`src/rtl/rx_frame_pkg.sv`:
```
// rx_frame_pkg: shared constants and types for the receive frame controller.
//   - one-hot Rx FSM state encodings seen on State_i
//   - controller state enum (IDLE, ASSEMBLE, HOLD)
//   - FIFO entry layout {frame_err, parity_err, data[7:0]}
package rx_frame_pkg;
    localparam logic [4:0] ST_INTERVAL  = 5'b00001;
    localparam logic [4:0] ST_STARTBIT  = 5'b00010;
    localparam logic [4:0] ST_DATABITS  = 5'b00100;
    localparam logic [4:0] ST_PARITYBIT = 5'b01000;
    localparam logic [4:0] ST_STOPBIT   = 5'b10000;

    typedef enum logic [1:0] {IDLE, ASSEMBLE, HOLD} ctrl_state_t;

    typedef struct packed {
        logic       frame_err;
        logic       parity_err;
        logic [7:0] data;
    } rx_entry_t;
endpackage

```
`src/rtl/rx_byte_fifo.sv`:
```
// rx_byte_fifo: first-word fall-through FIFO of received bytes with error flags.
//   clk, rst      clock, asynchronous active-high reset (empties the FIFO)
//   i_wr, i_wdata push request and entry
//   i_rd          pop request, ignored while empty
//   o_rdata       head entry, zero while empty
//   o_valid       not empty
//   o_drop        push refused because full with no same-cycle pop
//   o_count       occupancy
module rx_byte_fifo
    import rx_frame_pkg::*;
#(
    parameter int DEPTH = 4
) (
    input  logic                       clk,
    input  logic                       rst,
    input  logic                       i_wr,
    input  rx_entry_t                  i_wdata,
    input  logic                       i_rd,
    output rx_entry_t                  o_rdata,
    output logic                       o_valid,
    output logic                       o_drop,
    output logic [$clog2(DEPTH):0]     o_count
);
    localparam int AW = $clog2(DEPTH);

    rx_entry_t       r_mem [DEPTH];
    logic [AW-1:0]   r_wr_ptr, r_rd_ptr;
    logic [AW:0]     r_count;
    logic            w_full, w_pop, w_push;

    assign w_full  = r_count == (AW+1)'(DEPTH);
    assign o_valid = r_count != '0;
    assign w_pop   = i_rd & o_valid;
    // A pop in the same cycle frees the slot, so a full FIFO still accepts the write.
    assign w_push  = i_wr & (~w_full | w_pop);
    assign o_drop  = i_wr & ~w_push;
    assign o_rdata = o_valid ? r_mem[r_rd_ptr] : '0;
    assign o_count = r_count;

    always_ff @(posedge clk) begin
        if (w_push) r_mem[r_wr_ptr] <= i_wdata;
    end

    always_ff @(posedge clk or posedge rst) begin
        if (rst) begin
            r_wr_ptr <= '0;
            r_rd_ptr <= '0;
            r_count  <= '0;
        end else begin
            if (w_push) r_wr_ptr <= r_wr_ptr + AW'(1);
            if (w_pop) r_rd_ptr <= r_rd_ptr + AW'(1);
            r_count <= r_count + (AW+1)'(w_push) - (AW+1)'(w_pop);
        end
    end
endmodule

```
`src/rtl/rx_frame_ctrl.sv`:
```
// rx_frame_ctrl: assembles UART Rx bytes from the Rx FSM, checks parity/stop, queues them.
//   Optional watchdog enabled by defining RX_FRAME_TIMEOUT_EN (adds TIMEOUT_CYC parameter).
//   Inputs : clk, rst (async, active-high), enable_i, parity_en_i, parity_odd_i,
//            State_i (one-hot Rx FSM state), BitCounter_i, Bit_Synch_i, RxBit_i,
//            rd_i (pop), clr_i (clear sticky flags)
//   Outputs: p_Enable_o (Rx FSM enable), resync_o (FSM resync pulse),
//            valid_o/data_o/parity_err_o/frame_err_o (FIFO head), overrun_o,
//            timeout_o (sticky), count_o (FIFO occupancy)
module rx_frame_ctrl
    import rx_frame_pkg::*;
#(
    parameter int FIFO_DEPTH = 4
`ifdef RX_FRAME_TIMEOUT_EN
    ,
    parameter int TIMEOUT_CYC = 4096
`endif
) (
    input  logic                          clk,
    input  logic                          rst,
    input  logic                          enable_i,
    input  logic                          parity_en_i,
    input  logic                          parity_odd_i,
    input  logic [4:0]                    State_i,
    input  logic [3:0]                    BitCounter_i,
    input  logic                          Bit_Synch_i,
    input  logic                          RxBit_i,
    input  logic                          rd_i,
    input  logic                          clr_i,
    output logic                          p_Enable_o,
    output logic                          resync_o,
    output logic                          valid_o,
    output logic [7:0]                    data_o,
    output logic                          parity_err_o,
    output logic                          frame_err_o,
    output logic                          overrun_o,
    output logic                          timeout_o,
    output logic [$clog2(FIFO_DEPTH):0]   count_o
);
    ctrl_state_t r_state, w_state;
    logic [7:0]  r_shreg;
    logic        r_acc, r_perr, r_in_stop, r_overrun, r_p_en;
    logic        w_commit, w_ferr, w_early, w_clear, w_drop, w_to;
    rx_entry_t   w_entry, w_head;

    // The FSM left STOPBIT without a stop strobe: the early resync still yields a byte.
    assign w_early = r_in_stop & (State_i != ST_STOPBIT);

    always_comb begin
        w_state  = r_state;
        w_commit = 1'b0;
        w_ferr   = 1'b0;
        if (w_to)
            w_state = HOLD;
        else if (r_state == IDLE)
            w_state = State_i == ST_STARTBIT ? ASSEMBLE : IDLE;
        else if (r_state == HOLD)
            w_state = State_i == ST_INTERVAL ? IDLE : HOLD;
        else if (!$onehot(State_i))
            w_state = IDLE;
        else if (w_early || (State_i == ST_STOPBIT && Bit_Synch_i)) begin
            w_commit = 1'b1;
            w_ferr   = w_early | ~RxBit_i;
            w_state  = State_i == ST_STARTBIT ? ASSEMBLE : IDLE;
        end else if (State_i == ST_INTERVAL)
            w_state = IDLE;
    end

    // Assembly registers restart whenever a frame is not being continued.
    assign w_clear = (r_state != ASSEMBLE) | (w_state != ASSEMBLE) | w_commit;
    assign w_entry = '{frame_err: w_ferr, parity_err: r_perr, data: r_shreg};

    always_ff @(posedge clk or posedge rst) begin
        if (rst) begin
            r_state   <= IDLE;
            r_shreg   <= '0;
            r_acc     <= 1'b0;
            r_perr    <= 1'b0;
            r_in_stop <= 1'b0;
            r_overrun <= 1'b0;
            r_p_en    <= 1'b0;
        end else begin
            r_state   <= w_state;
            r_in_stop <= (r_state == ASSEMBLE) & (w_state == ASSEMBLE) & (State_i == ST_STOPBIT) & ~w_commit;
            r_overrun <= clr_i ? 1'b0 : (w_drop ? 1'b1 : r_overrun);
            r_p_en    <= enable_i & (w_state != HOLD);
            if (w_clear) begin
                r_shreg <= '0;
                r_acc   <= 1'b0;
                r_perr  <= 1'b0;
            end else if (Bit_Synch_i && State_i == ST_DATABITS && !BitCounter_i[3]) begin
                r_shreg[BitCounter_i[2:0]] <= RxBit_i;
                r_acc                      <= r_acc ^ RxBit_i;
            end else if (Bit_Synch_i && State_i == ST_PARITYBIT)
                r_perr <= parity_en_i & (r_acc ^ RxBit_i ^ parity_odd_i);
        end
    end

`ifdef RX_FRAME_TIMEOUT_EN
    localparam int WW = $clog2(TIMEOUT_CYC + 1);
    logic [WW-1:0] r_wd;
    logic          r_timeout;

    // Fires on the TIMEOUT_CYC-th consecutive cycle without a strobe outside INTERVAL.
    assign w_to = (r_wd == WW'(TIMEOUT_CYC - 1)) & ~Bit_Synch_i & (State_i != ST_INTERVAL);

    always_ff @(posedge clk or posedge rst) begin
        if (rst) begin
            r_wd      <= '0;
            r_timeout <= 1'b0;
        end else begin
            r_wd      <= (Bit_Synch_i || State_i == ST_INTERVAL || w_to) ? '0 : r_wd + WW'(1);
            r_timeout <= clr_i ? 1'b0 : (w_to ? 1'b1 : r_timeout);
        end
    end

    assign resync_o  = w_to;
    assign timeout_o = r_timeout;
`else
    assign w_to      = 1'b0;
    assign resync_o  = 1'b0;
    assign timeout_o = 1'b0;
`endif

    rx_byte_fifo #(.DEPTH(FIFO_DEPTH)) u_fifo (
        .clk     (clk),
        .rst     (rst),
        .i_wr    (w_commit),
        .i_wdata (w_entry),
        .i_rd    (rd_i),
        .o_rdata (w_head),
        .o_valid (valid_o),
        .o_drop  (w_drop),
        .o_count (count_o)
    );

    assign p_Enable_o   = r_p_en;
    assign data_o       = w_head.data;
    assign parity_err_o = w_head.parity_err;
    assign frame_err_o  = w_head.frame_err;
    assign overrun_o    = r_overrun;
endmodule
```
`config.mk`:
```
export PLATFORM = sky130hd
export DESIGN_NAME = rx_frame_ctrl
export DESIGN_NICKNAME = d
export VERILOG_FILES = /design/src/rtl/rx_frame_pkg.sv /design/src/rtl/rx_byte_fifo.sv /design/src/rtl/rx_frame_ctrl.sv
export SDC_FILE = /design/constraint.sdc
export NUM_CORES = 1
export LEC_CHECK = 0
export ABC_AREA = 1
export CAP_MARGIN = 30
export CORE_ASPECT_RATIO = 1.4
export CORE_MARGIN = 3
export CORE_UTILIZATION = 55
export DETAILED_ROUTE_END_ITERATION = 7
export PLACE_DENSITY = 0.79
export SYNTH_ARGS = -nofsm -noshare
export SYNTH_HDL_FRONTEND = slang
export SYNTH_SLANG_ARGS = --single-unit
```
`constraint.sdc`:
```
create_clock -name clk -period 3.82 [get_ports clk]
set_clock_uncertainty 0.05 [all_clocks]
set_input_delay 0.764 -clock clk [delete_from_list [all_inputs] [get_ports clk]]
set_output_delay 0.764 -clock clk [all_outputs]
set_load 0.005 [all_outputs]
```
Fig. 1: run 1, gate-type map
(6 px per micron)
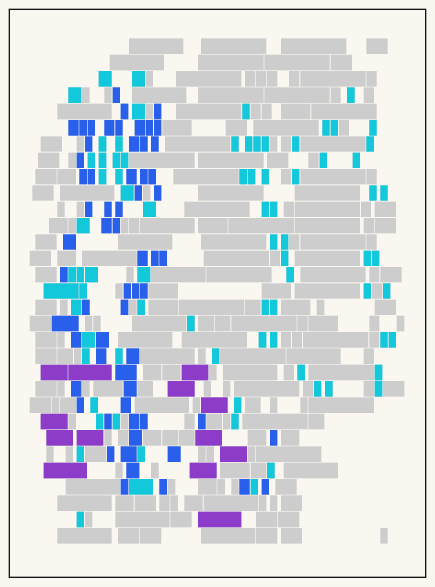
- purple: adder and majority cells (cells 13)
- cyan: NOR gates (cells 79)
- blue: NAND gates (cells 62)
logic gate fraction of the total cell area: 29.23%
most frequent standard cell in the layout excluding fill and tap cells: nor2_1
Final Instance Count excl. Fillers: 434

Fig. 2: run 1, wiring heat map
(4 px per micron) The die is cut into 14 by 19 equal tiles; white is low, dark blue is high, scaled to the fullest tile. Values are wire area over tile area, all layers added.
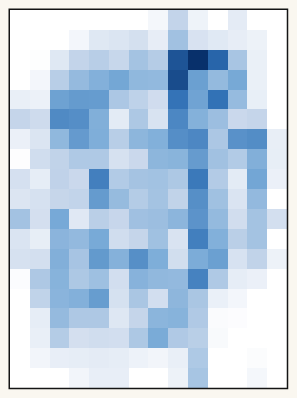
- nearly empty tiles: 19%
- mean over tiles: 0.14
- densest ninth of the die: middle
- emptiest ninth of the die: bottom right
- fullest tile: 0.51
- tiles over half the peak: 14%
GR Util All Layers: 17.87%
total number of vias: 2,184
total wirelength of the detailed-routed design: 5514 microns

==> README.md, run 1 <==
| Result | Reported |
|---|---|
| Post-synth mux share | 0% |
| Commonest cells after routing, fill and taps aside | nor2_1 (66), inv_1 (46), edfxtp_1 (40) |
| Most congested layer reported by global routing | met2 |
| Transition time at the pin with the least slew margin | 873.8 ps |
| Max-slew headroom | 41.69% |
| Clock distribution power | 501 uW |
| Number of max-slew violations in the final report | 0 |
| Worst-case setup margin in the final layout | 274.1 ps |
| Worst setup startpoint | State_i[0] |
| Post-route setup TNS | 0 ps |
| Post-layout period usage | 92.83% |
| Critical path depth | 12 |
| Final setup vio count | 0 |
| Unrepaired setup endpoints after global routing | no |
| Placed Area | 0.003492 sq mm |
| Clk network pwr share | 25.9% |
| H-tree levels | 3 |
| Post-layout instance area | 0.003669 sq mm |
| Number of antenna diodes | 0 |
| Vias in the first global route | 2,069 |
| First-pass GRT wire length | 9108 microns |
| Achievable Freq | 282.0 MHz |
| Power dissipated by switching net loads | 614.1 uW |
| Horiz. Die Dim | 69.16 microns |
| Number of cells in the design after placement | 418 |
| Mean post-synth cell area | 9.599 sq um |
| Top layer in use | met4 |
| Run status | completed |
| Detailed-routing wirelength on met1 | 2157 microns |
| Well tap count | 66 |
| Seq. cell area | 0.001752 sq mm |
Fig. 3: run 1, layout detail
Window x 20 to 50, y 13 to 43 microns. Cells in gray, sequential cells in the stronger gray; small squares are vias.
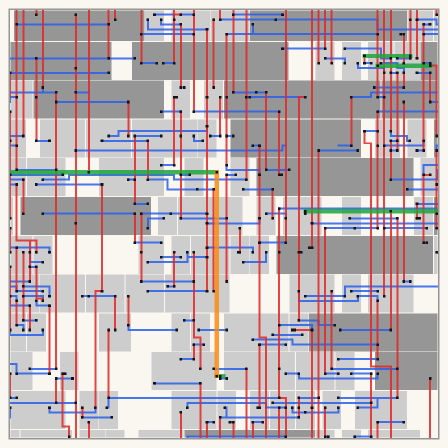
- green: metal 3
- red: metal 2
- blue: metal 1
- orange: metal 4
- cells with their middle in the window: 77
- most frequent: inv_1 (15), nor2_1 (10)
- netlist names of flops here include: u_fifo.r_mem (6), u_fifo.r_wr_ptr (2)
- sequential cells in the window: 11

Fig. 4: run 1, congestion heat map
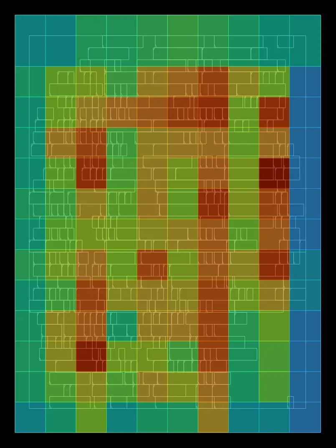

==> run 2: changes to the inputs <==
Settings changed: SETUP_SLACK_MARGIN set to 0.5.
Fig. 5: run 2, congestion heat map
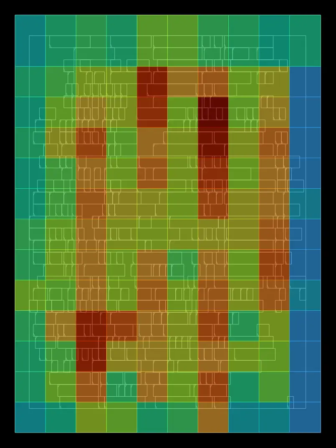
final core utilization: 70.11%
met3 Use GR: 3.195%

==> run 2 against run 1 <==
Net effect: via count down 0.78%; synthesized cell count unchanged; global-route usage up 0.47 points; first-iteration DRC count down 50%; sequential share of layout area down 0.39 points; clock power up 9.0%; count of clock-buffer cells in the layout up 1; final cell count up 0.23%; setup slack better by 380 ps; sequential cell count unchanged; combinational power up 1%; critical path type is now flip-flop to output port; largest power group unchanged.
==> README.md, run 2 <==
| Result | Reported | Delta |
|---|---|---|
| Post-layout period usage | 82.97% | -9.9 points |
| Commonest cells after routing, fill and taps aside | nor2_1 (65), inv_1 (43), edfxtp_1 (40) |  |
| Well tap count | 66 | unchanged |
| Post-synth mux share | 0% | unchanged |
| H-tree levels | 3 | unchanged |
| Total wirelength of the detailed-routed design | 5601 microns | +1.6% |
| GR Util All Layers | 18.34% | +0.47 points |
| Vias in the first global route | 2,080 | +0.53% |
| Number of antenna diodes | 0 | unchanged |
| Detailed-routing wirelength on met1 | 2202 microns | +2.1% |
| Total number of vias | 2,167 | -0.78% |
| Achievable Freq | 315.5 MHz | +12% |
| Post-layout instance area | 0.003699 sq mm | +0.82% |
| Max-slew headroom | 42.59% | +0.91 points |
| Final setup vio count | 0 | unchanged |
| Most frequent standard cell in the layout excluding fill and tap cells | nor2_1 |  |
| Worst-case setup margin in the final layout | 650.6 ps | +376.5 ps |
| Seq. cell area | 0.001752 sq mm | unchanged |
| Number of cells in the design after placement | 419 | +0.24% |
| Critical path depth | 5 | -7 |
| Power dissipated by switching net loads | 594.1 uW | -3.3% |
| Mean post-synth cell area | 9.599 sq um | unchanged |
| Run status | completed |  |
Fig. 6: run 2, gate-type map
(6 px per micron)
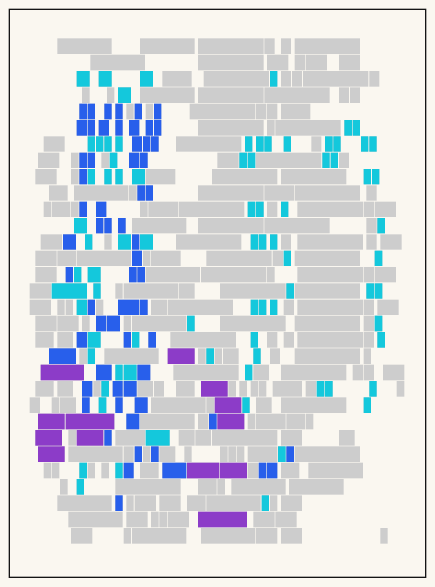
- cyan: NOR gates (cells 79)
- blue: NAND gates (cells 62)
- purple: adder and majority cells (cells 13)
Final Instance Count excl. Fillers: 435
logic gate fraction of the total cell area: 29.40%

No activity file was given, so power comes from the tool's default toggle rates.
